==> config.mk <==
export PLATFORM = sky130hd
export DESIGN_NAME = rf_op_sequencer
export DESIGN_NICKNAME = d
export VERILOG_FILES = /design/src/rtl/rf_op_sequencer_pkg.sv /design/src/rtl/rf_seq_alu.sv /design/src/rtl/rf_op_sequencer.sv
export SDC_FILE = /design/constraint.sdc
export NUM_CORES = 1
export LEC_CHECK = 0
export CELL_PAD_IN_SITES_DETAIL_PLACEMENT = 2
export CELL_PAD_IN_SITES_GLOBAL_PLACEMENT = 2
export CORE_MARGIN = 8
export CORE_UTILIZATION = 32
export CTS_CLUSTER_DIAMETER = 120
export DETAILED_ROUTE_END_ITERATION = 12
export PLACE_DENSITY_LB_ADDON = 0.12
export SYNTH_ARGS = -nofsm -noshare
export SYNTH_HDL_FRONTEND = slang
export SYNTH_SLANG_ARGS = --single-unit
export TNS_END_PERCENT = 30
==> constraint.sdc <==
create_clock -name clk -period 2.9 [get_ports clk]
set_input_delay 0.58 -clock clk [delete_from_list [all_inputs] [get_ports clk]]
set_output_delay 0.58 -clock clk [all_outputs]
set_load 0.05 [all_outputs]
==> images/met4.png <==
Supply wires on this layer in gray. Cells faint in the background.
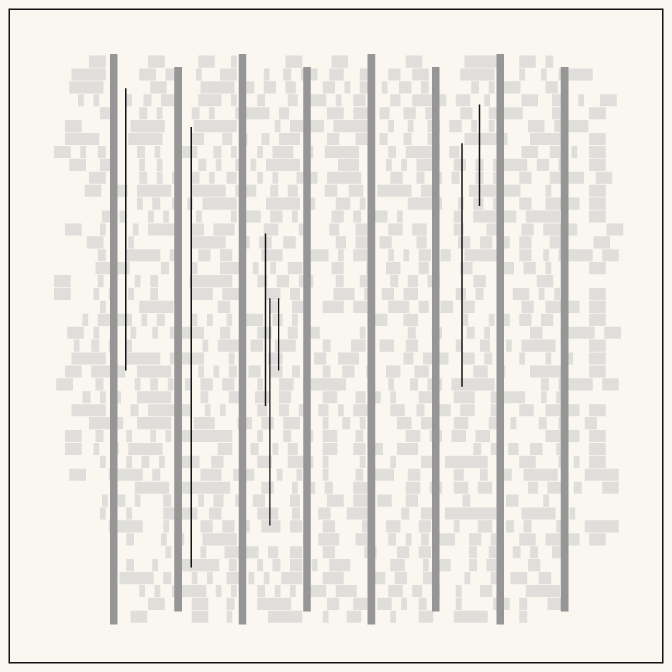
The layer holds 1.8% of the routed length. The longest straight run is 92.5 um.
Via Count: 4762
WL final: 17470 um

==> images/final_placement.png <==
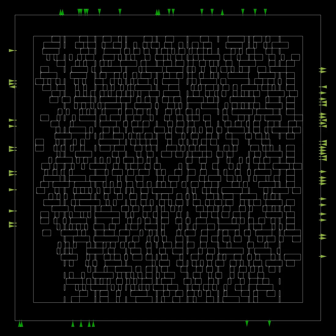
flip-flops: 71
num tapcells: 184

==> reports/summary.txt <==
Final setup viols -> 0
Post-Syn Area -> 4712 um2
Dpl cells -> 881
Fp_density -> 32.54%
Min-Delay Path Depth -> 2
Tot Pwr -> 3.558 mW
Cell Int Power -> 2.438 mW
XOR Share, Synth -> 5.576%
Reg power frac -> 30.8%
Top-area cell share -> 30.16%
Top cells by area -> dfxtp_1, ha_1, nand2_1, a21oi_1, nor2_1
Fillcell total -> 1650
Worst-path clk slew -> 60 ps
Area growth, synth to finish -> 32.29%
Combinational power -> 1.07 mW
Worst path arrival time -> 3030 ps
Met1 Track Usage GR -> 25.39%
Largest net degree at the start of global routing -> 72
Flops after synth -> 71
Aoi share -> 24.69%
Synth Area per Inst -> 7.625 um2
Global Route met2 Usage -> 30.36%
Unrepaired setup endpoints after global routing -> yes
I/O pins -> 70
Count of tool warnings -> 44
Placeable Area -> 14480 um2
GRT Total Usage -> 18.91%
Die W -> 137.3 um
Group drawing the most power -> the clock network
Post-synthesis cell count -> 618
Top comb family, area -> AND-OR/OR-AND gates
CP cell instances -> inv_1 -> ha_1 -> nand2b_1 -> a21oi_1 -> o21bai_1 -> a211oi_1 -> o41ai_1 -> buf_4 -> o31ai_1 -> buf_4 -> mux2i_1 -> o21ai_0
Relative slew slack -> 49.55%
Final nets -> 782
First-pass GRT wire length -> 27740 um
CP endpoint kind -> register
Max Transition Viols Final -> 0
DRC viols -> 0
Row count -> 44
Post_cts resized -> 1
Worst EP required -> 3120 ps
Met2 routed WL -> 7969 um
Clock sinks -> 71
Yosys stat cell total -> 618
Simple-Gate Fraction of Synth Area -> 21.43%
Synth async-reset ratio -> 0%
HP Class -> register to register
Outcome -> completed
Yosys chip area -> 4712 um2
Hpwl dp -> 13620 um
Fin util -> 43.05%
==> area by class of cell <==
| cell class | count | area [um2] | area share, % |
|---|---|---|---|
| Timing Repair Buffer | 117 | 1054 | 16.90 |
| Clock buffer | 11 | 242.7 | 3.894 |
| Tap cell | 184 | 230.2 | 3.693 |
| Sequential cell | 71 | 1421 | 22.80 |
| Clock inverter | 5 | 128.9 | 2.067 |
| Multi-Input combinational cell | 477 | 3037 | 48.72 |
| Inverter | 32 | 120.1 | 1.927 |
==> tightest hold or removal path: cells and delay by family, from the launching register on <==
family / cells / cell delay, ps
flip-flops: 1 / 310
AND/OR/NAND/NOR: 1 / 50
AND-OR/OR-AND: 1 / 50
Power and IR drop assume default switching activity.
